==> config.mk <==
export PLATFORM = sky130hd
export DESIGN_NAME = ndp_axis_operand_interleaver
export DESIGN_NICKNAME = d
export VERILOG_FILES = /design/src/rtl/ndp_axis_pkg.sv /design/src/rtl/ndp_axis_skid.sv /design/src/rtl/ndp_axis_operand_interleaver.sv
export SDC_FILE = /design/constraint.sdc
export NUM_CORES = 1
export LEC_CHECK = 0
export ABC_CLOCK_PERIOD_IN_PS = 2210
export CORE_ASPECT_RATIO = 1.25
export CORE_UTILIZATION = 35
export CTS_BUF_LIST = sky130_fd_sc_hd__clkbuf_8
export DETAILED_ROUTE_END_ITERATION = 16
export HOLD_SLACK_MARGIN = 0.12
export PLACE_DENSITY = 0.8
export SYNTH_ARGS = -nofsm -noshare
export SYNTH_HDL_FRONTEND = slang
export SYNTH_HIERARCHICAL = 1
export SYNTH_SLANG_ARGS = --single-unit
==> constraint.sdc <==
create_clock -name clk -period 2.21 [get_ports clk]
set_input_delay 0.442 -clock clk [delete_from_list [all_inputs] [get_ports clk]]
set_output_delay 0.442 -clock clk [all_outputs]
set_load 0.03 [all_outputs]
==> src/rtl/ndp_axis_pkg.sv <==
// Shared constants for the NDP operand interleaver: FSM encoding, default widths
// and the beats-per-vector derivation.
package ndp_axis_pkg;

   localparam int DEF_DATA_W = 32;
   localparam int DEF_ELEM_W = 16;

   localparam logic [1:0] ST_IDLE = 2'd0;
   localparam logic [1:0] ST_A_PH = 2'd1;
   localparam logic [1:0] ST_B_PH = 2'd2;
   localparam logic [1:0] ST_FIN  = 2'd3;

   function automatic int calc_beats(input int elems, input int elem_w, input int data_w);
      return (elems * elem_w) / data_w;
   endfunction

   function automatic int a_beats_f(input int a_height, input int elem_w, input int data_w);
      return calc_beats(a_height, elem_w, data_w);
   endfunction

   function automatic int b_beats_f(input int b_width, input int elem_w, input int data_w);
      return calc_beats(b_width, elem_w, data_w);
   endfunction

endpackage

==> src/rtl/ndp_axis_skid.sv <==
// Two-entry output register slice; present only when NDP_AXIS_SKID_EN is defined.
// Input ready depends only on local state, which breaks the ready path.
`ifdef NDP_AXIS_SKID_EN
module ndp_axis_skid #(
   parameter int W = 33
) (
   input  logic         clk,
   input  logic         reset,
   input  logic [W-1:0] in_data,
   input  logic         in_valid,
   output logic         in_ready,
   output logic [W-1:0] out_data,
   output logic         out_valid,
   input  logic         out_ready,
   output logic         empty
);

   logic [W-1:0] out_q, sk_q;
   logic         out_v, sk_v;

   assign in_ready  = ~sk_v;
   assign out_data  = out_q;
   assign out_valid = out_v;
   assign empty     = ~out_v & ~sk_v;

   always_ff @(posedge clk) begin
      if (reset) begin
         out_q <= '0;
         sk_q  <= '0;
         out_v <= 1'b0;
         sk_v  <= 1'b0;
      end else if (~out_v | out_ready) begin
         if (sk_v) begin
            out_q <= sk_q;
            out_v <= 1'b1;
            sk_v  <= 1'b0;
         end else begin
            out_v <= in_valid;
            if (in_valid) out_q <= in_data;
         end
      end else if (in_valid & ~sk_v) begin
         // output stalled: park the accepted beat in the second entry
         sk_q <= in_data;
         sk_v <= 1'b1;
      end
   end

endmodule
`endif

==> src/rtl/ndp_axis_operand_interleaver.sv <==
// Merges A-column and B-row AXIS streams into NDP order (A col k, B row k, ...).
// Define NDP_AXIS_SKID_EN to register all m_* outputs through a 2-entry skid slice.
module ndp_axis_operand_interleaver
   import ndp_axis_pkg::*;
#(
   parameter int DATA_W   = DEF_DATA_W,
   parameter int ELEM_W   = DEF_ELEM_W,
   parameter int A_HEIGHT = 4,
   parameter int B_WIDTH  = 64,
   parameter int K_W      = 8
) (
   input  logic                clk,
   input  logic                reset,
   input  logic                start,
   input  logic [K_W-1:0]      cfg_k,
   output logic                busy,
   output logic                done,
   input  logic [DATA_W-1:0]   a_tdata,
   input  logic                a_tvalid,
   output logic                a_tready,
   input  logic [DATA_W-1:0]   b_tdata,
   input  logic                b_tvalid,
   output logic                b_tready,
   output logic [DATA_W-1:0]   m_tdata,
   output logic [DATA_W/8-1:0] m_tkeep,
   output logic                m_tlast,
   output logic                m_tvalid,
   input  logic                m_tready
);

   localparam int A_BEATS   = a_beats_f(A_HEIGHT, ELEM_W, DATA_W);
   localparam int B_BEATS   = b_beats_f(B_WIDTH, ELEM_W, DATA_W);
   localparam int MAX_BEATS = (A_BEATS > B_BEATS) ? A_BEATS : B_BEATS;
   localparam int CNT_W     = (MAX_BEATS > 1) ? $clog2(MAX_BEATS) : 1;

   if (A_BEATS < 1 || B_BEATS < 1 || (DATA_W % ELEM_W) != 0 || (DATA_W % 8) != 0) begin : g_bad_cfg
      $error("ndp_axis_operand_interleaver: illegal DATA_W/ELEM_W/A_HEIGHT/B_WIDTH combination");
   end

   logic [1:0]        state;
   logic [CNT_W-1:0]  beat_cnt;
   logic [K_W-1:0]    k_cnt, k_lat;
   logic              in_a, in_b, a_end, b_end, last_k;
   logic              up_valid, up_ready, up_hs, up_last, fin_ok;
   logic [DATA_W-1:0] up_data;

   assign in_a    = (state == ST_A_PH);
   assign in_b    = (state == ST_B_PH);
   assign a_end   = (beat_cnt == CNT_W'(A_BEATS - 1));
   assign b_end   = (beat_cnt == CNT_W'(B_BEATS - 1));
   assign last_k  = (k_cnt == k_lat - 1'b1);

   // the upstream side of the merge, before the optional output slice
   assign up_valid = (in_a & a_tvalid) | (in_b & b_tvalid);
   assign up_data  = in_a ? a_tdata : (in_b ? b_tdata : '0);
   assign up_last  = in_b & b_end & last_k;
   assign up_hs    = up_valid & up_ready;
   assign a_tready = in_a & up_ready;
   assign b_tready = in_b & up_ready;

   assign done    = (state == ST_FIN) & fin_ok;
   assign busy    = (state != ST_IDLE) & ~done;
   assign m_tkeep = '1;

`ifdef NDP_AXIS_SKID_EN
   logic [DATA_W:0] sk_out;

   ndp_axis_skid #(.W(DATA_W + 1)) u_skid (
      .clk       (clk),
      .reset     (reset),
      .in_data   ({up_last, up_data}),
      .in_valid  (up_valid),
      .in_ready  (up_ready),
      .out_data  (sk_out),
      .out_valid (m_tvalid),
      .out_ready (m_tready),
      .empty     (fin_ok)
   );

   assign m_tlast = sk_out[DATA_W];
   assign m_tdata = sk_out[DATA_W-1:0];
`else
   assign up_ready = m_tready;
   assign m_tvalid = up_valid;
   assign m_tdata  = up_data;
   assign m_tlast  = up_last;
   assign fin_ok   = 1'b1;
`endif

   always_ff @(posedge clk) begin
      if (reset) begin
         state    <= ST_IDLE;
         beat_cnt <= '0;
         k_cnt    <= '0;
         k_lat    <= '0;
      end else begin
         case (state)
            ST_IDLE: begin
               if (start) begin
                  if (cfg_k != '0) begin
                     k_lat    <= cfg_k;
                     beat_cnt <= '0;
                     k_cnt    <= '0;
                     state    <= ST_A_PH;
                  end else begin
                     state <= ST_FIN;
                  end
               end
            end
            ST_A_PH: begin
               if (up_hs) begin
                  if (a_end) begin
                     beat_cnt <= '0;
                     state    <= ST_B_PH;
                  end else begin
                     beat_cnt <= beat_cnt + 1'b1;
                  end
               end
            end
            ST_B_PH: begin
               if (up_hs) begin
                  if (b_end) begin
                     beat_cnt <= '0;
                     if (last_k) begin
                        state <= ST_FIN;
                     end else begin
                        k_cnt <= k_cnt + 1'b1;
                        state <= ST_A_PH;
                     end
                  end else begin
                     beat_cnt <= beat_cnt + 1'b1;
                  end
               end
            end
            // wait here until any registered output has drained
            ST_FIN:  if (fin_ok) state <= ST_IDLE;
            default: state <= ST_IDLE;
         endcase
      end
   end

endmodule

Run 1, PDN straps and rails:
Scale: 4 px per um. Pins as bars on the die edge.
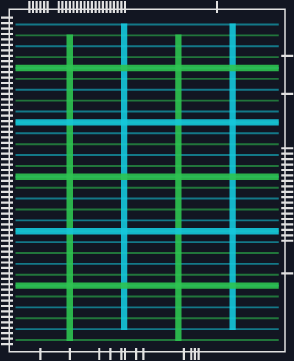
- green: VSS
- cyan: VDD
- met1 rails: 30
- met4 straps: 4
- met5 straps: 5

Run 1, placement by cell class:
Scale: 3 px per um. Fill, decap, tap and diode cells in gray.
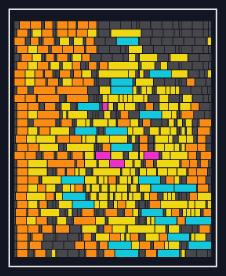
- cyan: flip-flops (cells 23; share of their area 13%)
- yellow: all other logic (cells 189; share of their area 45%)
- magenta: clock drivers and dummy loads (cells 4; share of their area 1.3%)
- orange: other buffers and delay cells (cells 150; share of their area 41%)

Run 1, clock network drawn from the DEF:
Scale: 6 px per um.
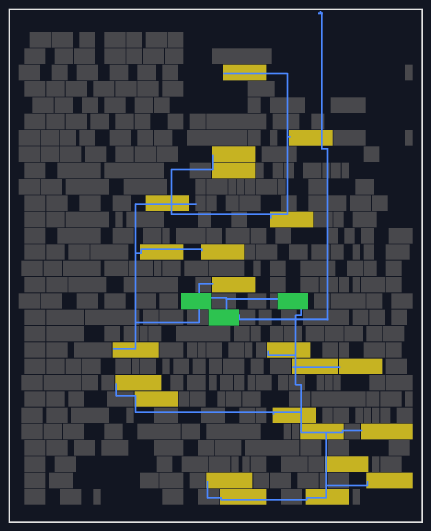
- yellow: flip-flops (count 23)
- blue: clock wires (length 360 um)
- green: cells driving clock nets (count 3)
- routed clock nets: 4

==> flow_metrics.py, run 1 <==
# Metrics from the implementation run
metrics = {
    "run_status": {
        "status": "finished, violations left",
        "violations": "negative setup slack",
    },
    "final_timing": {
        "finalSetupViolCount": 6,
        "timing.final.ws_setup_ns": -0.240,
        "rsz0062_at_grt": "yes",
        "tightestPinTransition_ns": 0.511,
        "max_freq_mhz": 408,
    },
    "die": {
        "fp_util": 0.374,
        "num_rows": 29,
        "chip_area_um2": 5840,
    },
    "clocking": {
        "cts_sinks": 23,
    },
    "global_routing": {
        "met3_usage": 0.0672,
        "grt_max_degree": 34,
        "grt_use_met1": 0.303,
    },
    "synthesis": {
        "yosysWarningCount": 6,
        "yosysUniqueCellTypes": 53,
        "aoi_share": 0.360,
        "synthTopLogicFamily": "AND-OR/OR-AND gates",
        "async_flop_share": 0,
    },
    "layout": {
        "buffers": 150,
        "fill_cells": 376,
        "regArea_um2": 472,
        "post-route-util": 0.717,
        "layout.nonclk_buf_frac": 0.397,
    },
    "placed_design": {
        "gp_congestion": 0.906,
        "io_buffers": 115,
    },
    "detailed_routing": {
        "drtIter0Drc": 112,
        "totalWireLength_um": 7870,
    },
    "critical_path": {
        "cp-startpoint": "k_lat[0]",
        "reg2reg_slack_ns": -0.13,
        "critPathKind": "reg2out",
    },
    "job": {
        "drv_cap": 0,
    },
    "worst_hold_path": {
        "min_from": "k_cnt[7]",
    },
}
## run 1: sequential cells by signal, indices dropped and copies added, names as in the netlist
signal and cells:
k_lat 8, k_cnt 8, beat_cnt 5, state 2
## run 1: power by group through the flow
stage	combinational [mW]	sequential, mW	clock (mW)
4_1_cts	2.37	0.531	0.270
3_3_place_gp	2.21	0.538	0
3_5_place_dp	2.24	0.539	0
5_1_grt	2.71	0.559	0.297
2_1_floorplan	1.34	0.538	0
6_report	2.57	0.552	0.277
## run 1: per-stage QoR
stage               area, um2  worst slack [ns]  hold WS, ns  instances
floorplan                2000            0.0196        0.464        235
global placement         3280            -0.183        0.487        414
detailed placement       3280            -0.267        0.492        414
CTS                      3460            -0.238        0.505        419
global route             3720            -0.306        0.544        428
finish                   3720            -0.240        0.510        428
## run 1: cells in the final DEF (no fill, tap or decap), types with 3 or more instances in the layout
cell type / count
clkdlybuf4s50_1: 77
buf_6: 11
inv_1: 10
nor2_1: 17
a21o_1: 3
o41ai_4: 3
a22o_4: 9
a311o_1: 4
inv_2: 4
buf_12: 6
mux2i_1: 6
nor3_1: 5
nand2b_1: 7
dfxtp_1: 16
buf_4: 52
conb_1: 4
a211oi_1: 5
a22o_1: 24
xnor2_1: 6
ha_4: 5
nand2_1: 6
a21oi_1: 9
ha_1: 4
o21ai_0: 5
dfxtp_2: 6
nand3_1: 3
clkbuf_8: 3
xor2_1: 6
## run 1: worst max-delay path: stages (launching register included)
cell and delay [ns]:
dfxtp_4 0.37, inv_4 0.04, ha_4 0.18, o21bai_1 0.16, a211oi_1 0.28, o21ai_2 0.11, a211o_1 0.32, nor2_4 0.13
buf_6 0.14
==> run 1 -> run 2 <==
--- a/config.mk
+++ b/config.mk
@@ -12,6 +12,7 @@
 export DETAILED_ROUTE_END_ITERATION = 16
 export HOLD_SLACK_MARGIN = 0.12
 export PLACE_DENSITY = 0.8
+export SLEW_MARGIN = 20
 export SYNTH_ARGS = -nofsm -noshare
 export SYNTH_HDL_FRONTEND = slang
 export SYNTH_HIERARCHICAL = 1
Run 2, PDN straps and rails:
Scale: 4 px per um. Pins as bars on the die edge.
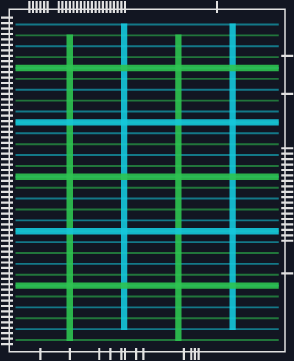
- green: VSS
- cyan: VDD
- met1 rails: 30
- met4 straps: 4

Run 2, placement by cell class:
Scale: 3 px per um. Fill, decap, tap and diode cells in gray.
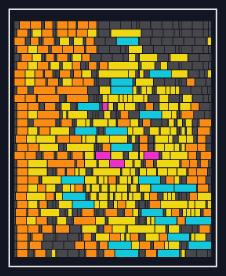
- magenta: clock drivers and dummy loads (cells 4; share of their area 1.3%)
- cyan: flip-flops (cells 23; share of their area 13%)
- yellow: all other logic (cells 189; share of their area 45%)
- orange: other buffers and delay cells (cells 150; share of their area 41%)

==> flow_metrics.py, run 2 <==
# Metrics from the implementation run
metrics = {
    "critical_path": {
        "critPathMaxStageDelay_ns": 0.37,
        "crit_slowest_cell": "dfxtp_4",
        "worst-path-buf-inv": 2,
        "critPathKind": "reg2out",
        "crit_family": "AND-OR/OR-AND gates",
        "cp.depth": 8,
    },
    "final_timing": {
        "tightestPinTransition_ns": 0.511,
        "timing.final.ws_setup_ns": -0.240,
        "finalSetupViolCount": 6,
    },
    "pwr": {
        "power.group.top": "combinational cells",
        "seq_power_uw": 552,
    },
    "layout": {
        "layoutNonFillerInstCount": 428,
        "reg.largest.list": "k_cnt (8), k_lat (8), beat_cnt (5)",
        "layout_top_cells": "clkdlybuf4s50_1, buf_4, a22o_1, nor2_1, dfxtp_1",
        "fin_area_um2": 3720,
        "fill_cells": 376,
    },
    "clocking": {
        "cts_sinks": 23,
    },
    "run_status": {
        "violations": "negative setup slack",
        "status": "finished, violations left",
    },
    "global_routing": {
        "grt_use_met1": 0.303,
    },
    "placed_design": {
        "gp_congestion": 0.906,
        "place_ws_ns": -0.267,
    },
    "job": {
        "drv_cap": 0,
    },
    "detailed_routing": {
        "drtIter0Drc": 112,
    },
}
==> run 2: cell counts in the layout (fill, tap and decap cells not counted) <==
No cell type changed its count.
==> run 2: how the worst max path moves through the flow <==
stage                        endpoint  slack, ns   startpoint
final                         m_tlast      -0.24     k_lat[0]
after CTS                     m_tlast      -0.24     k_lat[0]
after global placement    beat_cnt[1]      -0.18     cfg_k[4]
after global routing          m_tlast      -0.31     k_lat[0]
after floorplan              k_cnt[6]       0.02  beat_cnt[0]
after detailed placement  beat_cnt[1]      -0.27     cfg_k[0]
==> run 2: what timing repair did <==
action | CTS | global route
hold buffers | 0 | 0
endpoints found under the setup margin | 27 | 44
pin swaps | 2 | 7
gates cloned | 1 | 1
gates resized | 17 | 36
setup buffers | 0 | 8
==> run 2: kinds of logic (layout without fill, tap and decap cells) <==
| logic type | after synthesis | after routing | synth area share |
|---|---|---|---|
| adder cells (fa/ha/maj) | 9 | 9 | 0.0581 |
| other | 1 | 4 | 0.00193 |
| buffers and inverters | 38 | 169 | 0.0864 |
| AND-OR/OR-AND | 83 | 83 | 0.360 |
| XOR/XNOR | 12 | 12 | 0.0542 |
| flip-flops | 23 | 23 | 0.237 |
| AND/OR/NAND/NOR | 60 | 60 | 0.171 |
| multiplexers | 6 | 6 | 0.0310 |
==> run 2: area by class of cell <==
| type | instances | area, um2 | area share |
|---|---|---|---|
| Clock buffer | 3 | 41.3 | 0.0111 |
| Clock inverter | 1 | 5.00 | 0.00134 |
| Inverter | 15 | 58.8 | 0.0158 |
| Multi-Input combinational cell | 174 | 1590 | 0.427 |
| Sequential cell | 23 | 472 | 0.127 |
| Tap cell | 62 | 77.6 | 0.0208 |
| Timing Repair Buffer | 150 | 1480 | 0.397 |
Run 2, clock network drawn from the DEF:
Scale: 6 px per um.
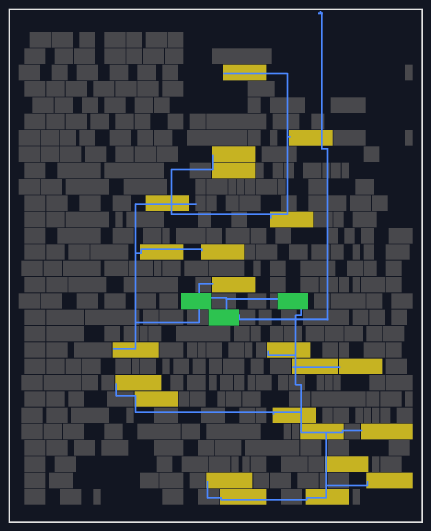

==> run 2 -> run 3 <==
--- a/config.mk
+++ b/config.mk
@@ -6,12 +6,14 @@
 export NUM_CORES = 1
 export LEC_CHECK = 0
 export ABC_CLOCK_PERIOD_IN_PS = 2210
+export CAP_MARGIN = 20
 export CORE_ASPECT_RATIO = 1.25
 export CORE_UTILIZATION = 35
 export CTS_BUF_LIST = sky130_fd_sc_hd__clkbuf_8
 export DETAILED_ROUTE_END_ITERATION = 16
 export HOLD_SLACK_MARGIN = 0.12
 export PLACE_DENSITY = 0.8
+export RECOVER_POWER = 100
 export SLEW_MARGIN = 20
 export SYNTH_ARGS = -nofsm -noshare
 export SYNTH_HDL_FRONTEND = slang
Run 3, clock network drawn from the DEF:
Scale: 6 px per um.
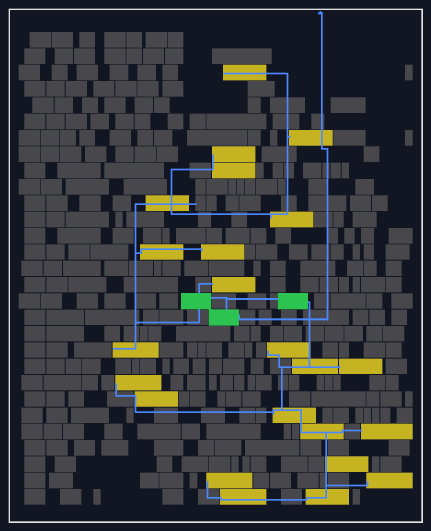
- blue: clock wires (length 368 um)
- green: cells driving clock nets (count 3)
- yellow: flip-flops (count 23)
- routed clock nets: 4

==> flow_metrics.py, run 3 <==
# Metrics from the implementation run
metrics = {
    "run_status": {
        "status": "finished, violations left",
        "violations": "negative setup slack",
    },
    "layout": {
        "clock_buffers": 3,
        "layout.sequential_cells": 23,
        "num-nonclk-inverters": 15,
        "layoutNonFillerInstCount": 428,
        "sh_seq_area": 0.127,
        "clockNetworkAreaShare": 0.0125,
        "fin_area_um2": 3710,
        "fill_cells": 381,
        "reg.largest.list": "k_cnt (8), k_lat (8), beat_cnt (5)",
        "regArea_um2": 472,
        "dominant-cell-class": "logic gates",
        "layout.nonclk_buf_frac": 0.397,
        "logic_area_um2": 1580,
        "buffers": 150,
        "nMultiInputCombCells": 174,
        "layout_top_cells": "clkdlybuf4s50_1, buf_4, a22o_1, nor2_1, dfxtp_1",
        "sh_comb_area": 0.427,
    },
    "detailed_routing": {
        "drtIter0Drc": 119,
        "wl_per_cell_um": 18.3,
        "first_pass_iters": 4,
    },
    "critical_path": {
        "worst-path-buf-inv": 2,
        "crit_slowest_cell": "dfxtp_4",
        "critPathMaxStageDelay_ns": 0.37,
        "crit_family": "AND-OR/OR-AND gates",
        "critical_path.max_fanout": 7,
        "critPathKind": "reg2out",
        "startpoint_type": "register",
        "cp.depth": 8,
    },
    "global_routing": {
        "grt_use_met1": 0.303,
        "grt_max_degree": 34,
        "overflow": 0,
    },
    "synthesis": {
        "ys_cells": 232,
        "synth.most_common_cell": "a22o_1",
        "synth.top_cell.area_share": 0.237,
        "ys_area_um2": 1940,
        "synthTopCellsByCount": "a22o_1, dfxtp_1, nor2_1",
    },
    "placed_design": {
        "gp_congestion": 0.906,
        "place_ws_ns": -0.267,
    },
    "die": {
        "core_um2": 5190,
        "tap_cells": 62,
    },
    "final_timing": {
        "tightestPinTransition_ns": 0.521,
        "timing.final.ws_setup_ns": -0.244,
        "hold_viol_final": 0,
        "finalSetupViolCount": 10,
    },
    "job": {
        "drv_cap": 0,
    },
    "clocking": {
        "cts_sinks": 23,
    },
}
Run 3, placement by cell class:
Scale: 3 px per um. Fill, decap, tap and diode cells in gray.
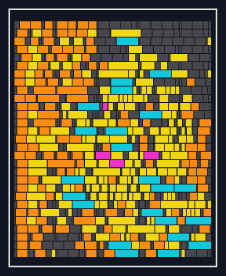
- yellow: all other logic (cells 189; share of their area 45%)
- magenta: clock drivers and dummy loads (cells 4; share of their area 1.3%)
- orange: other buffers and delay cells (cells 150; share of their area 41%)
- cyan: flip-flops (cells 23; share of their area 13%)

run 3: worst max path at each step:
stage	startpoint	endpoint	slack [ns]
finish	k_lat[0]	m_tlast	-0.24
global route	k_lat[0]	m_tlast	-0.31
CTS	k_lat[0]	m_tlast	-0.24
detailed placement	cfg_k[0]	beat_cnt[1]	-0.27
global placement	cfg_k[4]	beat_cnt[1]	-0.18
floorplan	beat_cnt[0]	k_cnt[6]	0.02
run 3: report_power, final:
group	switching [mW]	internal (mW)
Clock	0.153	0.126
Combinational	1.36	1.20
Sequential	0.0729	0.479
Total	1.58	1.81
run 3: kinds of logic (layout without fill, tap and decap cells):
kind of cell / Yosys count / in the layout / share of synthesized area
buffers and inverters: 38 / 169 / 0.0864
XOR/XNOR: 12 / 12 / 0.0542
multiplexers: 6 / 6 / 0.0310
AND-OR/OR-AND: 83 / 83 / 0.360
adder cells (fa/ha/maj): 9 / 9 / 0.0581
AND/OR/NAND/NOR: 60 / 60 / 0.171
flip-flops: 23 / 23 / 0.237
other: 1 / 4 / 0.00193
run 3: what timing repair did:
item                       CTS  global route
resized                     17            36
buffers inserted             0             8
pin swaps                    2             7
cloned                       1             1
setup endpoints to repair   27            44
hold buffers                 0             0
run 3: through the flow:
stage	setup TNS (ns)	total power [mW]
final	-1.12	3.39
after global routing	-2.26	3.56
after CTS	-0.266	3.17
after detailed placement	-2.20	2.78
after global placement	-1.22	2.75
after floorplan	0	1.88
run 3: per-layer routing:
metal,wire [um],vias up
met5,0,-
met3,820,22
met1,2780,1128
met2,3970,141
li1,-,1141
met4,270,0
run 3: tightest hold or removal path: stages (launching register included):
cell and delay [ns]:
dfxtp_1 0.34, o31ai_1 0.07, a21oi_1 0.06
Power figures rest on the tool's default switching activity, not on a simulated workload.
